### The metal 3 layer

(1 px per µm)
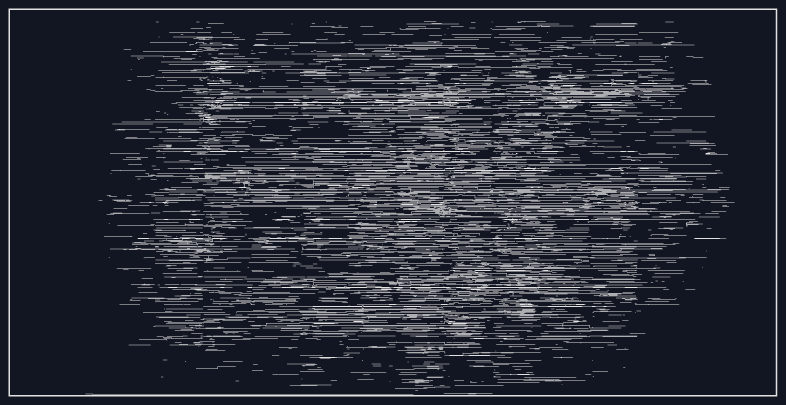
### Wiring by layer

(1 px per µm)
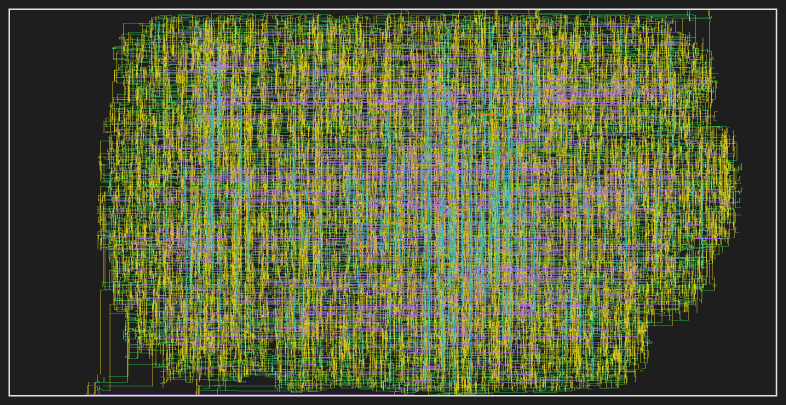
### Routed clock nets over the placement

(1 px per µm)
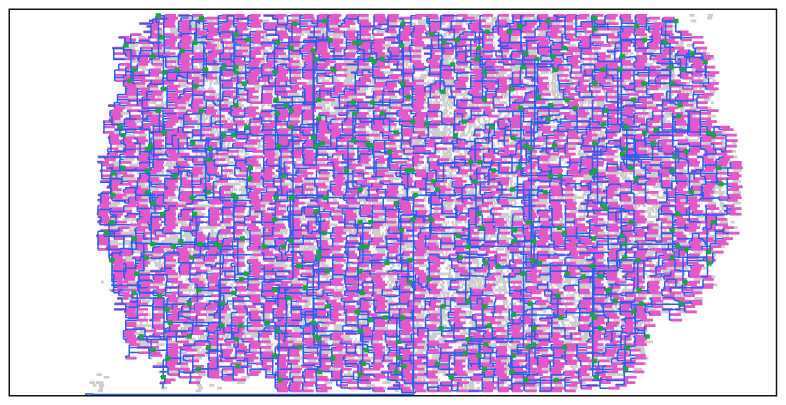
<file path="src/rtl/main_memory_responder.sv">
// Word-addressed backing store answering one request at a time after a
// fixed access latency, with out-of-range detection.
module main_memory_responder #(
   parameter int ADDR_WIDTH     = 16,
   parameter int DATA_WIDTH     = 16,
   parameter int MEM_DEPTH_LOG2 = 8,
   parameter int LATENCY        = 4
) (
   input  logic                  clk,
   input  logic                  reset,
   input  logic                  req_valid,
   output logic                  req_ready,
   input  logic                  req_write,
   input  logic [ADDR_WIDTH-1:0] req_addr,
   input  logic [DATA_WIDTH-1:0] req_wdata,
   output logic                  resp_valid,
   input  logic                  resp_ready,
   output logic [DATA_WIDTH-1:0] resp_rdata,
   output logic                  resp_err,
   output logic                  busy
);

   localparam int DEPTH = 1 << MEM_DEPTH_LOG2;
   localparam int CW    = (LATENCY > 1) ? $clog2(LATENCY) : 1;

   typedef enum logic [1:0] {
      IDLE,
      WAIT,
      RESP
   } state_t;

   state_t                    state_q;
   logic [CW-1:0]             cnt_q;
   logic                      wr_q;
   logic                      oor_q;
   logic [MEM_DEPTH_LOG2-1:0] idx_q;
   logic                      req_ready_q;
   logic                      resp_valid_q;
   logic [DATA_WIDTH-1:0]     resp_rdata_q;
   logic                      resp_err_q;
   logic                      busy_q;
   logic [DATA_WIDTH-1:0]     mem_q [DEPTH];

   logic                      accept;
   logic                      req_oor;
   logic [MEM_DEPTH_LOG2-1:0] req_idx;

   assign accept  = req_valid && req_ready_q;
   assign req_idx = req_addr[MEM_DEPTH_LOG2-1:0];

   // A full-width storage map has no out-of-range addresses.
   if (MEM_DEPTH_LOG2 < ADDR_WIDTH) begin : g_rng
      assign req_oor = |req_addr[ADDR_WIDTH-1:MEM_DEPTH_LOG2];
   end else begin : g_full
      assign req_oor = 1'b0;
   end

   always_ff @(posedge clk) begin
      if (!reset && accept && req_write && !req_oor) begin
         mem_q[req_idx] <= req_wdata;
      end
   end

   always_ff @(posedge clk) begin
      if (reset) begin
         state_q      <= IDLE;
         cnt_q        <= '0;
         wr_q         <= 1'b0;
         oor_q        <= 1'b0;
         idx_q        <= '0;
         req_ready_q  <= 1'b1;
         resp_valid_q <= 1'b0;
         resp_rdata_q <= '0;
         resp_err_q   <= 1'b0;
         busy_q       <= 1'b0;
      end else begin
         unique case (state_q)
            IDLE: begin
               if (accept) begin
                  state_q     <= WAIT;
                  cnt_q       <= CW'(LATENCY - 1);
                  wr_q        <= req_write;
                  oor_q       <= req_oor;
                  idx_q       <= req_idx;
                  req_ready_q <= 1'b0;
                  busy_q      <= 1'b1;
               end
            end
            WAIT: begin
               if (cnt_q == '0) begin
                  state_q      <= RESP;
                  resp_valid_q <= 1'b1;
                  resp_err_q   <= oor_q;
                  resp_rdata_q <= (!wr_q && !oor_q) ? mem_q[idx_q] : '0;
               end else begin
                  cnt_q <= cnt_q - 1'b1;
               end
            end
            RESP: begin
               if (resp_ready) begin
                  state_q      <= IDLE;
                  resp_valid_q <= 1'b0;
                  resp_rdata_q <= '0;
                  resp_err_q   <= 1'b0;
                  req_ready_q  <= 1'b1;
                  busy_q       <= 1'b0;
               end
            end
            default: begin
               state_q <= IDLE;
            end
         endcase
      end
   end

   assign req_ready  = req_ready_q;
   assign resp_valid = resp_valid_q;
   assign resp_rdata = resp_rdata_q;
   assign resp_err   = resp_err_q;
   assign busy       = busy_q;

endmodule

</file>
<file path="config.mk">
export PLATFORM = sky130hd
export DESIGN_NAME = main_memory_responder
export DESIGN_NICKNAME = d
export VERILOG_FILES = /design/src/rtl/main_memory_responder.sv
export SDC_FILE = /design/constraint.sdc
export NUM_CORES = 2
export LEC_CHECK = 0
export CAP_MARGIN = 10
export CORE_ASPECT_RATIO = 0.5
export CORE_MARGIN = 2
export CORE_UTILIZATION = 55
export CTS_BUF_LIST = sky130_fd_sc_hd__clkbuf_4 sky130_fd_sc_hd__clkbuf_8
export CTS_CLUSTER_DIAMETER = 40
export CTS_CLUSTER_SIZE = 16
export DETAILED_ROUTE_END_ITERATION = 10
export PLACE_DENSITY = 0.76
export SKIP_LAST_GASP = 1
export SLEW_MARGIN = 0
export SYNTH_ARGS = -nofsm -noshare
export SYNTH_HDL_FRONTEND = slang
export SYNTH_SLANG_ARGS = --single-unit
</file>
<file path="constraint.sdc">
create_clock -name clk -period 4.28 [get_ports clk]
set_clock_uncertainty 0.1 [all_clocks]
set_input_delay 0.642 -clock clk [delete_from_list [all_inputs] [get_ports clk]]
set_output_delay 0.642 -clock clk [all_outputs]
set_load 0.02 [all_outputs]
</file>
==> notes.md <==
Physical implementation.

- The final number of setup-violating endpoints is 1.
- Setup slack on the critical path of the routed design comes to -0.113 ns.
- The first-pass GRT wire length is 604 mm.
- The aggregate negative setup slack is -0.113 ns.
- The number of cell instances after yosys synthesis is 7304.
- After routing the design area is 0.177 mm².
- The number of buffers inserted during clock tree synthesis is 342.
- At floorplan, the net count of the design was reported as 7342.
- Once layout is complete, the cells apart from fillers number 12160.
- The count of synthesis-stage warnings from yosys is 0.
- The root buffer cell chosen for the clock tree is clkbuf_8.
- Hold analysis shows the worst path with a depth of 1.
- The final-layout fill cell count is 18722.
- The post-placement cell area is 0.171 mm².
- At the end of the flow, the number of nets in the layout was 8129.
- The final reports fail on negative setup slack.
- Per STA, the worst path is made up of buf_12 > buf_12 > mux4_2 > mux2i_1 > nand2_1 > a32oi_1 > nor4_1 > a311oi_1 > o21ai_1.
- The flow ran to the end, but the final reports show violations.
- The synthesized design devotes to its leading area cell type 77.1% of total area.
- The synthesis area per yosys is 0.160 mm².
- The start point of the worst hold path is req_wdata[3].
- As logged by OpenROAD, the buffers inserted on ports number 56.
- The script reports the combined buffer and inverter count of the critical path as 2.
- The transition time at the pin with the least slew margin is 1.45 ns.
- Per the STA report, the cell with the highest stage delay on the worst path is dfxtp_4.
- After Yosys synthesis, and, or, nand and nor cells account for 1.92% of the synthesized area.
- The most used flip-flop cell after synthesis is edfxtp_1.
- For this design, the sink count on the clock tree is 4138.
- The most common logic cells in the final layout are 4096 x edfxtp_1, 902 x mux4_2, 629 x buf_4.
- Setup repair after global routing left no endpoint under its margin.
- The depth of the worst register-to-register path is 9.
- OpenSTA, run right after detailed placement, puts the worst setup slack at -0.0407 ns.
-- 'The metal 3 layer' (at the start) --
nets with wire on the layer: 1459
wire length on this layer: 70.0 mm
longest straight run: 327 µm
share of all routed wire: 16%
main direction: horizontal
final wirelength: 433 mm
global routing met3 resource utilization: 10.0%
Via Count: 82290

-- 'Wiring by layer' (at the start) --
[metal 4] cyan | wire length: 20.2 mm
[metal 5] orange | wire length: 149 µm
[metal 3] purple | wire length: 70.0 mm
[metal 2] yellow | wire length: 190 mm
[metal 1] green | wire length: 152 mm
wire length per cell after detailed routing: 35.6 µm
overall global routing resource usage: 29.2%

-- 'Routed clock nets over the placement' (at the start) --
[clock drivers] green | count: 342
[clock wires] blue | length: 41.1 mm
[flip-flops] magenta | count: 4138
routed clock nets: 343
flops lie: widely spread
Clock group: 22.5 mW
source-to-sink clock delay at the later pin of the worst-skew pair: 1.03 ns
clock network fraction of design power: 30.7%

-- power by group --
| part | switching [mW] | internal (mW) |
|---|---|---|
| clock | 13.1 | 9.41 |
| combinational | 4.11 | 2.20 |
| sequential | 0.124 | 44.5 |
-- area by class of cell --
type	count	area (µm²)	share of cell area, %
Sequential cell	4138	124000	69.8
Multi-Input combinational cell	2727	33000	18.6
Timing Repair Buffer	870	9000	5.07
Clock buffer	385	5090	2.87
Tap cell	3877	4850	2.73
Clock inverter	136	1500	0.846
Inverter	12	57.6	0.0324
Antenna cell	15	37.5	0.0212
-- state kept, by name, summed over array words and instances, names as in the netlist, named ones only --
| register | flops |
|---|---|
| mem_q | 4096 |
| resp_rdata | 16 |
| idx_q | 8 |
| cnt_q | 2 |
| state_q | 2 |
| busy | 1 |
| oor_q | 1 |
| req_ready | 1 |
| resp_err | 1 |
| resp_valid | 1 |
| wr_q | 1 |
-- how the worst max path moves through the flow --
stage / start / end / cells after the start
2_1_floorplan: req_addr[9] / mem_q[54][0] / 7
3_3_place_gp: req_addr[9] / mem_q[121][10] / 12
3_5_place_dp: req_addr[8] / mem_q[121][14] / 12
4_1_cts: register / resp_rdata[3] / 8
5_1_grt: register / resp_rdata[3] / 9
6_report: register / resp_rdata[3] / 9
-- layer usage --
layer | vias up | wire length [µm] | track usage [%]
li1 | 32252 | - | -
met1 | 42368 | 152000 | 41.5
met2 | 6674 | 190000 | 42.3
met3 | 972 | 70000 | 10.0
met4 | 24 | 20200 | 11.2
met5 | - | 148 | 0
-- timing repair --
item,in CTS,in global routing
hold endpoints to repair,91,0
buffers inserted,0,1
endpoints found under the setup margin,0,2
hold buffers,4,0
resized,0,1
Power and IR drop assume default switching activity.
